## config.mk

```make
export PLATFORM = sky130hd
export DESIGN_NAME = tt_lut_engine
export DESIGN_NICKNAME = d
export VERILOG_FILES = /design/src/rtl/tt_lut_engine.sv
export SDC_FILE = /design/constraint.sdc
export NUM_CORES = 1
export LEC_CHECK = 0
export CAP_MARGIN = 20
export CORE_MARGIN = 2
export CORE_UTILIZATION = 55
export DETAILED_ROUTE_END_ITERATION = 10
export PLACE_DENSITY = 0.76
export SETUP_SLACK_MARGIN = 0.5
export SYNTH_ARGS = -nofsm -noshare
export SYNTH_HDL_FRONTEND = slang
export SYNTH_SLANG_ARGS = --single-unit
```

## constraint.sdc

```tcl
create_clock -name clk -period 2.4 [get_ports clk]
set_input_delay 0.36 -clock clk [delete_from_list [all_inputs] [get_ports clk]]
set_output_delay 0.36 -clock clk [all_outputs]
set_load 0.05 [all_outputs]
```

## src/rtl/tt_lut_engine.sv

```systemverilog
// Programmable N_CH-channel truth-table evaluator with an atomically committed shadow table
// and a one-stage valid/ready eval pipeline. Optional readback port: define TT_READBACK_EN.
module tt_lut_engine #(
   parameter int                 N_IN     = 4,
   parameter int                 N_CH     = 1,
   parameter int                 CFG_W    = 8,
   parameter logic [2**N_IN-1:0] RESET_TT = 16'h7176
) (
   input  logic                   clk,
   input  logic                   rst,
   input  logic                   cfg_valid,
   output logic                   cfg_ready,
   input  logic [CFG_W-1:0]       cfg_data,
   input  logic                   cfg_last,
   output logic                   cfg_err,
   output logic                   tt_busy,
   input  logic                   in_valid,
   output logic                   in_ready,
   input  logic [N_CH*N_IN-1:0]   in_data,
   output logic                   out_valid,
   input  logic                   out_ready,
`ifdef TT_READBACK_EN
   input  logic [((N_CH > 1) ? $clog2(N_CH) : 1)-1:0] rb_sel,
   output logic [2**N_IN-1:0]     rb_tt,
`endif
   output logic [N_CH-1:0]        out_data
);

   localparam int TT_W   = 2**N_IN;
   localparam int FLAT_W = N_CH * TT_W;
   localparam int NB     = (FLAT_W + CFG_W - 1) / CFG_W;
   localparam int CNT_W  = (NB > 1) ? $clog2(NB) : 1;
   localparam logic [FLAT_W-1:0] RESET_FLAT = {N_CH{RESET_TT}};

   typedef enum logic [1:0] {S_IDLE, S_LOAD, S_COMMIT} state_t;

   state_t             r_state, w_state_next;
   logic [CNT_W-1:0]   r_count, w_count_next;
   logic               r_cfg_ready;
   logic               r_cfg_err, w_err_next;
   logic               w_cfg_acc, w_at_end;
   logic [FLAT_W-1:0]  r_shadow;
   logic [TT_W-1:0]    r_active [N_CH];
   logic [N_CH-1:0]    w_eval;
   logic [N_CH-1:0]    r_out_data;
   logic               r_out_valid;
   logic               w_in_ready, w_in_acc;

   assign w_cfg_acc = cfg_valid & r_cfg_ready;
   assign w_at_end  = (r_count == CNT_W'(NB - 1));

   always_ff @(posedge clk or posedge rst) begin
      if (rst) begin
         r_state     <= S_IDLE;
         r_count     <= '0;
         r_cfg_ready <= 1'b0;
         r_cfg_err   <= 1'b0;
      end else begin
         r_state     <= w_state_next;
         r_count     <= w_count_next;
         r_cfg_ready <= (w_state_next != S_COMMIT);
         r_cfg_err   <= w_err_next;
      end
   end

   // A beat is well-formed only when cfg_last and "last word slot" coincide.
   always_comb begin
      w_state_next = r_state;
      w_count_next = r_count;
      w_err_next   = 1'b0;
      case (r_state)
         S_IDLE, S_LOAD: begin
            if (w_cfg_acc) begin
               if (cfg_last && w_at_end) begin
                  w_state_next = S_COMMIT;
                  w_count_next = '0;
               end else if (cfg_last || w_at_end) begin
                  w_state_next = S_IDLE;
                  w_count_next = '0;
                  w_err_next   = 1'b1;
               end else begin
                  w_state_next = S_LOAD;
                  w_count_next = r_count + CNT_W'(1);
               end
            end
         end
         S_COMMIT: w_state_next = S_IDLE;
         default: begin
            w_state_next = S_IDLE;
            w_count_next = '0;
         end
      endcase
   end

   genvar gi;
   generate
      for (gi = 0; gi < NB; gi++) begin : g_shadow
         // The final word may be partial; bits beyond the table are never stored.
         localparam int WB = ((FLAT_W - gi*CFG_W) < CFG_W) ? (FLAT_W - gi*CFG_W) : CFG_W;
         always_ff @(posedge clk or posedge rst) begin
            if (rst)
               r_shadow[gi*CFG_W +: WB] <= RESET_FLAT[gi*CFG_W +: WB];
            else if (w_cfg_acc && (r_count == CNT_W'(gi)))
               r_shadow[gi*CFG_W +: WB] <= cfg_data[WB-1:0];
         end
      end

      for (gi = 0; gi < N_CH; gi++) begin : g_chan
         always_ff @(posedge clk or posedge rst) begin
            if (rst)
               r_active[gi] <= RESET_TT;
            else if (r_state == S_COMMIT)
               r_active[gi] <= r_shadow[gi*TT_W +: TT_W];
         end
         assign w_eval[gi] = r_active[gi][in_data[gi*N_IN +: N_IN]];
      end
   endgenerate

   assign w_in_ready = !r_out_valid | out_ready;
   assign w_in_acc   = in_valid & w_in_ready;

   always_ff @(posedge clk or posedge rst) begin
      if (rst) begin
         r_out_valid <= 1'b0;
         r_out_data  <= '0;
      end else if (w_in_acc) begin
         r_out_valid <= 1'b1;
         r_out_data  <= w_eval;
      end else if (out_ready) begin
         r_out_valid <= 1'b0;
      end
   end

`ifdef TT_READBACK_EN
   localparam int SEL_W = (N_CH > 1) ? $clog2(N_CH) : 1;
   always_comb begin
      rb_tt = '0;
      for (int c = 0; c < N_CH; c++)
         if (rb_sel == SEL_W'(c)) rb_tt = r_active[c];
   end
`endif

   assign cfg_ready = r_cfg_ready;
   assign cfg_err   = r_cfg_err;
   assign tt_busy   = (r_state == S_LOAD);
   assign in_ready  = w_in_ready;
   assign out_valid = r_out_valid;
   assign out_data  = r_out_data;

endmodule

```

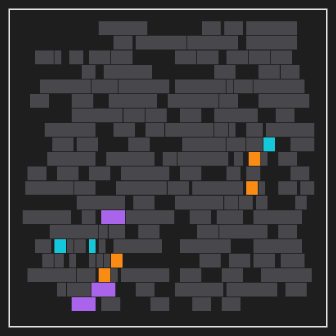
(run_1/logic_types.png)
AND and OR gates -> orange  # cells 4
adder and majority cells -> purple  # cells 3
NOR gates -> cyan  # cells 3
final std cells w/o fill: 177
Top cell excl fill/tap: mux2_2
logic share of the area: 31.69%

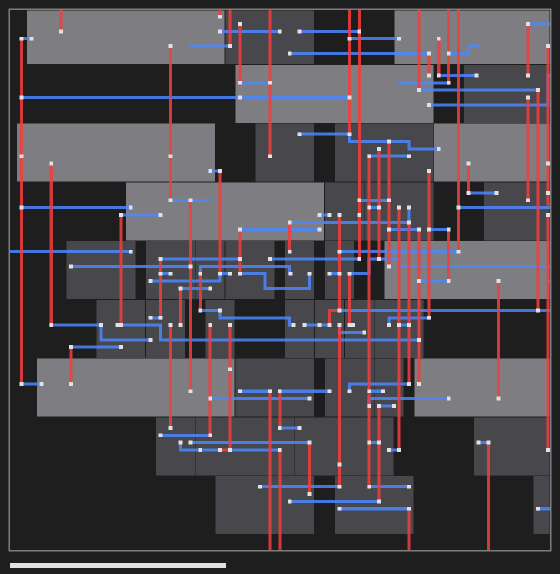
(run_1/detail.png)
Bar = 10 microns. Window x 2 to 27, y 2 to 27 microns. Cells in grey, sequential cells in the stronger grey; small squares are vias.
metal 2 -> red
metal 1 -> blue
sequential cells in the window = 9
cells with their middle in the window = 38
most frequent = dfrtp_1 (8), nand2_1 (4)
netlist names of flops here include = r_shadow (3), r_state (2)

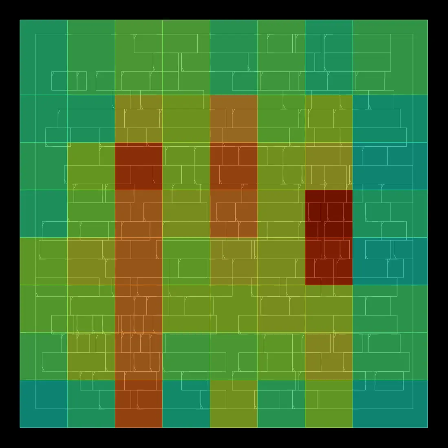
(run_1/congestion.png)
met3 Usage GRT: 5.240%
Avg WL per Cell: 15.09 microns
met2 Resource Use GR: 28.10%
Global Route met1 Usage: 21.83%
Core Util, Final: 67.48%

==> impl_metrics.env, run 1 <==
# yosys + openroad results
export IMPL_hold_worst_slack_ns=0.4276
export IMPL_power_frac_comb_pct=25.1
export IMPL_io_buffers=23
export IMPL_post_cts_resized=1
export IMPL_core_sq_mm=0.002978
export IMPL_grt_ovfl_total=0
export IMPL_status="complete, no violations"
export IMPL_setup_worst_path_start_class="flip-flop"
export IMPL_die_w_microns=59.17
export IMPL_yosysSeqAreaShare_pct=59.64
export IMPL_synth_xor_area_share_pct=0
export IMPL_syn_to_final_growth_pct=20.03
export IMPL_clk_pin_slew_ns=0.11
export IMPL_period_needed_ns=1.815
export IMPL_yosys_area_share_adder_pct=2.242
export IMPL_ys_cells=114
export IMPL_synth_nets=135
export IMPL_rows=20
export IMPL_mux_area_share_pct=26.61
export IMPL_drt_wl_total_mm=2.671
export IMPL_ir_drop_v=0.0005100
export IMPL_ant_nets=0
export IMPL_diodes=0
export IMPL_path_buffers=1
export IMPL_crit_slowest_cell="clkdlybuf4s50_1"
export IMPL_tns_ns=0
export IMPL_hp_class="in -> async"
export IMPL_pg_comb_w=0.000497
export IMPL_antenna_found_initial=0
export IMPL_layout_top_cells="mux2_2, dfrtp_1, clkdlybuf4s50_1, dfstp_2, nand2_1"
export IMPL_crit_fanout=1
export IMPL_die_y_microns=59.17
[run 1: through the flow]
step | util (%) | power [W]
after floorplan | - | 0.001474
after global placement | 64.96 | 0.001608
after detailed placement | 64.96 | 0.001640
after CTS | 67.23 | 0.002008
after global routing | 67.48 | 0.002099
final | 67.48 | 0.001980
[run 1: Yosys cell counts]
cell,number
and2_1,2
dfrtp_1,21
nand2b_1,4
o21ai_0,1
buf_2,1
and3_1,1
inv_1,4
dfstp_2,18
nor2_1,1
o2111ai_1,1
nand3b_1,1
nand3_1,2
nor2b_1,2
mux4_2,2
buf_6,1
a21oi_1,1
buf_4,1
or3_1,1
mux2i_1,4
a2111oi_0,1
nand2_1,7
o211ai_1,1
a22o_1,1
mux2_2,32
ha_1,3
[run 1: area by class of cell]
| cell class | count | area share, % |
|---|---|---|
| multi-input cells | 68 | 31.69 |
| inverters | 4 | 0.7472 |
| clock buffers | 8 | 3.425 |
| flip-flops and latches | 39 | 49.69 |
| well taps | 33 | 2.055 |
| repair buffers | 25 | 12.39 |
[run 1: cells by family after synthesis]
| family | count (synthesis) |
|---|---|
| flops | 39 |
| compound gates | 6 |
| simple gates | 21 |
| buf+inv | 7 |
| fa+ha+maj | 3 |
| mux | 38 |
[run 1: worst paths after layout]
kind,cells past startpoint,end,startpoint
min,3,r_shadow[3],rst
max,1,cfg_err,cfg_err
min in group clk,1,r_active[11],r_shadow[11]
min reg2reg,1,r_active[11],r_shadow[11]
max reg2reg,2,r_active[15],r_state[1]
max in group asynchronous,3,r_shadow[5],rst
[run 1: routing by layer]
layer,global-route usage (%),share of wire (%)
met1,21.83,43
met3,5.240,4.8
met2,28.10,51
met4,9.091,1.4
met5,0,0
==> inputs of run 2 (changes only) <==
--- a/config.mk
+++ b/config.mk
@@ -7,9 +7,9 @@
 export LEC_CHECK = 0
 export CAP_MARGIN = 20
 export CORE_MARGIN = 2
-export CORE_UTILIZATION = 55
+export CORE_UTILIZATION = 53
 export DETAILED_ROUTE_END_ITERATION = 10
-export PLACE_DENSITY = 0.76
+export PLACE_DENSITY = 0.74
 export SETUP_SLACK_MARGIN = 0.5
 export SYNTH_ARGS = -nofsm -noshare
 export SYNTH_HDL_FRONTEND = slang
==> constraint.sdc (replaced) <==
create_clock -name clk -period 1.8 [get_ports clk]
set_input_delay 0.27 -clock clk [delete_from_list [all_inputs] [get_ports clk]]
set_output_delay 0.27 -clock clk [all_outputs]
set_load 0.05 [all_outputs]
==> run 2 against run 1 <==
Compared with the run above: clock-buffer cell count did not move; routed wire length up 13%; clock power up 14%; cell count is 12% higher; worst hold slack worse by 0.095 ns.
==> impl_metrics.env, run 2 <==
# yosys + openroad results
export IMPL_power_frac_comb_pct=27.8
export IMPL_tns_ns=0
export IMPL_period_needed_ns=1.338
export IMPL_post_cts_resized=23
export IMPL_die_y_microns=60.20
export IMPL_antenna_found_initial=0
export IMPL_p_total_w=0.002662
export IMPL_hp_class="in -> async"
export IMPL_gp_routability_congestion=0.8386
export IMPL_diodes=0
export IMPL_crit_fanout=2
export IMPL_ant_nets=0
export IMPL_layout_top_cells="mux2_2, dfrtp_1, dfstp_2"
export IMPL_status="complete, no violations"
export IMPL_synth_top_cells_by_count="mux2_2, dfrtp_1, dfstp_2"
export IMPL_drt_wl_total_mm=3.030
export IMPL_grt_ovfl_total=0
export IMPL_lay_top_count="mux2_2"
export IMPL_synthFlopType="dfrtp_1"
export IMPL_rows=20
export IMPL_yosysSeqAreaShare_pct=59.64
export IMPL_rsz0062_at_grt="true"
export IMPL_core_sq_mm=0.003028
export IMPL_async_flop_share_pct=100.0
export IMPL_endpoint="out_data"
export IMPL_ys_cells=114
export IMPL_synth_top_cell_by_count="mux2_2"
export IMPL_wl_per_cell_microns=15.30
export IMPL_final_core_util_pct=70.17
export IMPL_setup_worst_path_start_class="flip-flop"
export IMPL_final_period_utilization_pct=74.33
export IMPL_syn_to_final_growth_pct=26.91
export IMPL_grt_total_usage_pct=19.69
export IMPL_synth_nets=135
## run 2: cell count changes in the layout (fill, tap and decap cells not counted), moves of 3 or more
| cell | previous run | this run |
|---|---|---|
| clkdlybuf4s50_1 | 18 | 15 |
| buf_4 | 3 | 10 |
| nand2_1 | 7 | 4 |
| dlymetal6s2s_1 | 3 | 0 |
| buf_12 | 0 | 3 |
| nand2_2 | 0 | 3 |
## run 2: per-stage QoR
stage	hold WS, ns	std cells
after floorplan	0.3783	114
after global placement	0.4859	186
after detailed placement	0.4874	186
after CTS	0.3242	195
after global routing	0.3650	198
final	0.3327	198
## run 2: cell families (layout without fill, tap and decap cells)
group	after synthesis	in the layout	share of synthesized area, %
AOI/OAI and AO/OA	6	6	2.616
muxes	38	38	26.61
buffers and inverters	7	47	2.316
and+or+nand+nor	21	21	6.577
adders and majority gates	3	3	2.242
DFF	39	39	59.64
## run 2: cell type report
cell class	count	area (sq um)
multi-input cells	68	661.9
fillers	215	903.4
inverters	4	15.01
repair buffers	35	342.8
clock buffers	8	48.80
well taps	44	55.05
flip-flops and latches	39	1001
## run 2: per-layer routing
layer	up-vias	global-route usage, %	wire [microns]
met1	531	25.96	1360
li1	489	-	-
met3	8	4.762	118
met5	-	0	0
met4	0	11.43	76
met2	25	29.50	1474
## run 2: worst min-delay path by stage
stage | end | depth (start not counted) | startpoint | slack [ns]
floorplan | out_valid | 1 | in_valid | 0.38
global placement | r_active[11] | 1 | r_shadow[11] | 0.49
detailed placement | r_active[9] | 1 | r_shadow[9] | 0.49
CTS | r_shadow[3] | 3 | rst | 0.32
global route | r_shadow[3] | 3 | rst | 0.36
finish | cfg_err | 3 | rst | 0.33
## run 2: critical path, stage by stage (launching register included)
cell and delay (ns):
dfrtp_1 0.42, mux4_2 0.50, o2111ai_2 0.19, o211ai_1 0.11
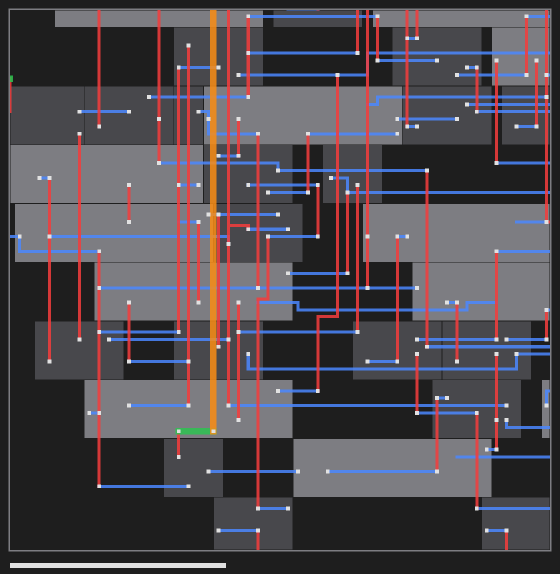
(run_2/detail.png)
Bar = 10 microns. Window x 3 to 28, y 3 to 28 microns. Cells in grey, sequential cells in the stronger grey; small squares are vias.
metal 1 -> blue
metal 4 -> orange
metal 3 -> green
metal 2 -> red
most frequent = mux2_2 (12), dfrtp_1 (5)
cells with their middle in the window = 26
sequential cells in the window = 8
netlist names of flops here include = r_shadow (5), r_active (3)

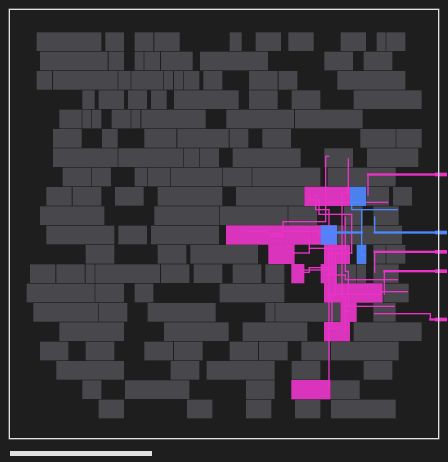
(run_2/io_fan.png)
Bar = 20 microns.
in_valid -> blue  # bits 1, direction input, edge right, end cells 3, buffers 1, wire 31.8 microns
in_data -> magenta  # bits 4, direction input, edge right, end cells 14, buffers 6, wire 234 microns
top-level I/O count: 24
port bufs: 23

==> inputs of run 3 (changes only) <==
==> constraint.sdc (replaced) <==
create_clock -name clk -period 1.38 [get_ports clk]
set_input_delay 0.207 -clock clk [delete_from_list [all_inputs] [get_ports clk]]
set_output_delay 0.207 -clock clk [all_outputs]
set_load 0.05 [all_outputs]
==> run 3 against run 2 <==
Compared with the run above: cell count increased by 5.1%; synthesized cell count unchanged; sequential cell count unchanged; largest cell class unchanged.
==> impl_metrics.env, run 3 <==
# yosys + openroad results
export IMPL_status="complete, no violations"
export IMPL_drt_wl_total_mm=3.594
export IMPL_rsz0062_at_grt="true"
export IMPL_io_buffers=23
export IMPL_crit_fanout=2
export IMPL_synth_nets=135
export IMPL_pg_comb_w=0.00143
export IMPL_synthFlopType="dfrtp_1"
export IMPL_fillers=152
export IMPL_async_flop_share_pct=100.0
export IMPL_grt_total_usage_pct=23.52
export IMPL_synth_top_cells_by_count="mux2_2, dfrtp_1, dfstp_2"
export IMPL_setup_worst_path_start_class="flip-flop"
export IMPL_grt_ovfl_total=0
export IMPL_grt_use_met2_pct=37.89
export IMPL_post_cts_resized=21
export IMPL_slowest_delay_ns=0.48
export IMPL_ant_nets=0
export IMPL_yosysSeqAreaShare_pct=59.64
export IMPL_synth_edff_count=0
export IMPL_die_w_microns=60.20
export IMPL_rr_endpoint="out_data"
export IMPL_reg2reg_depth=3
export IMPL_ir_drop_v=0.0009914
export IMPL_core_sq_mm=0.003028
export IMPL_met1_usage_pct=30.17
export IMPL_ys_cells=114
export IMPL_die_y_microns=60.20
export IMPL_lay_top_count="mux2_4"
export IMPL_dpl_cell_count=184
export IMPL_cp_cell_sequence="mux4_2, mux2i_1, o211ai_1"
export IMPL_power_frac_comb_pct=35.7
export IMPL_period_needed_ns=1.303
export IMPL_wl_per_cell_microns=17.28
export IMPL_worstReg2RegStart="r_active[7]"
export IMPL_ioPinCount=24
export IMPL_grt_use_met3_pct=4.545
export IMPL_antenna_found_initial=0
==> run 3: cell counts after synthesis <==
Identical to the previous run, type by type.
==> run 3: layout make-up <==
| cell class | instances | area (sq um) | area share (%) |
|---|---|---|---|
| clock buffer | 5 | 37.54 | 1.482 |
| clock inverter | 3 | 15.01 | 0.5929 |
| inverter | 4 | 26.28 | 1.038 |
| multi-input combinational | 68 | 870.8 | 34.39 |
| sequential | 39 | 1003 | 39.62 |
| tap | 44 | 55.05 | 2.174 |
| timing repair buffer | 45 | 524.3 | 20.70 |
==> run 3: layer usage <==
metal	up-vias	wire length [microns]
li1	501	-
met1	573	1509
met2	29	1848
met3	8	137
met4	0	98
met5	-	0
==> run 3: cells by family after synthesis <==
logic type / after synthesis / synth area share (%)
buffers and inverters: 7 / 2.316
flip-flops: 39 / 59.64
adder cells (fa/ha/maj): 3 / 2.242
AND/OR/NAND/NOR: 21 / 6.577
multiplexers: 38 / 26.61
AND-OR/OR-AND: 6 / 2.616
==> run 3: worst max path at each step <==
stage,startpoint,end,cells past startpoint,slack [ns]
floorplan,out_valid,out_data,4,0.03
global placement,in_data[0],out_data,4,-0.32
detailed placement,in_data[0],out_data,4,-0.39
CTS,out_valid,in_ready,3,0.08
global route,r_active[7],out_data,3,0.03
finish,r_active[7],out_data,3,0.08
==> run 3: metrics by stage <==
step / setup TNS, ns / power [W] / hold WS (ns)
after floorplan: 0 / 0.002883 / 0.1727
after global placement: -0.9104 / 0.003218 / 0.4950
after detailed placement: -1.268 / 0.003279 / 0.4938
after CTS: 0 / 0.003979 / 0.2499
after global routing: 0 / 0.004214 / 0.2586
final: 0 / 0.004012 / 0.2491
==> run 3: worst max-delay path: cells and delay by family, from the launching register on <==
kind	cells	cell delay [ns]
mux	2	0.67
flops	1	0.41
compound gates	1	0.11
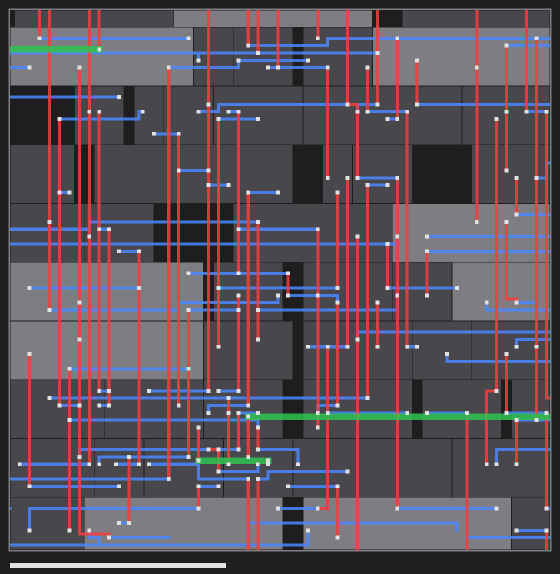
(run_3/detail.png)
Bar = 10 microns. Window x 3 to 28, y 3 to 28 microns. Cells in grey, sequential cells in the stronger grey; small squares are vias.
metal 1 -> blue
metal 2 -> red
metal 3 -> green
most frequent = buf_6 (5), mux2_4 (4), buf_4 (4)
sequential cells in the window = 7
netlist names of flops here include = r_shadow (2), r_state (2)
cells with their middle in the window = 43

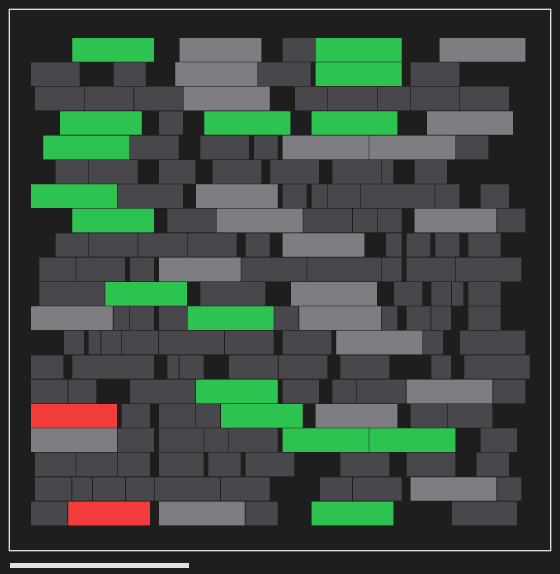
(run_3/flops_by_reg.png)
Bar = 20 microns. Other sequential cells in the stronger grey, the rest of the logic in the fainter grey.
r_shadow -> green  # flops 16
r_state -> red  # flops 2
register area: 0.001003 sq mm
Core Util, Final: 83.64%
sequential power: 0.00203 W
Seq/total area: 39.62%

Power is estimated from default activity; no workload was simulated.
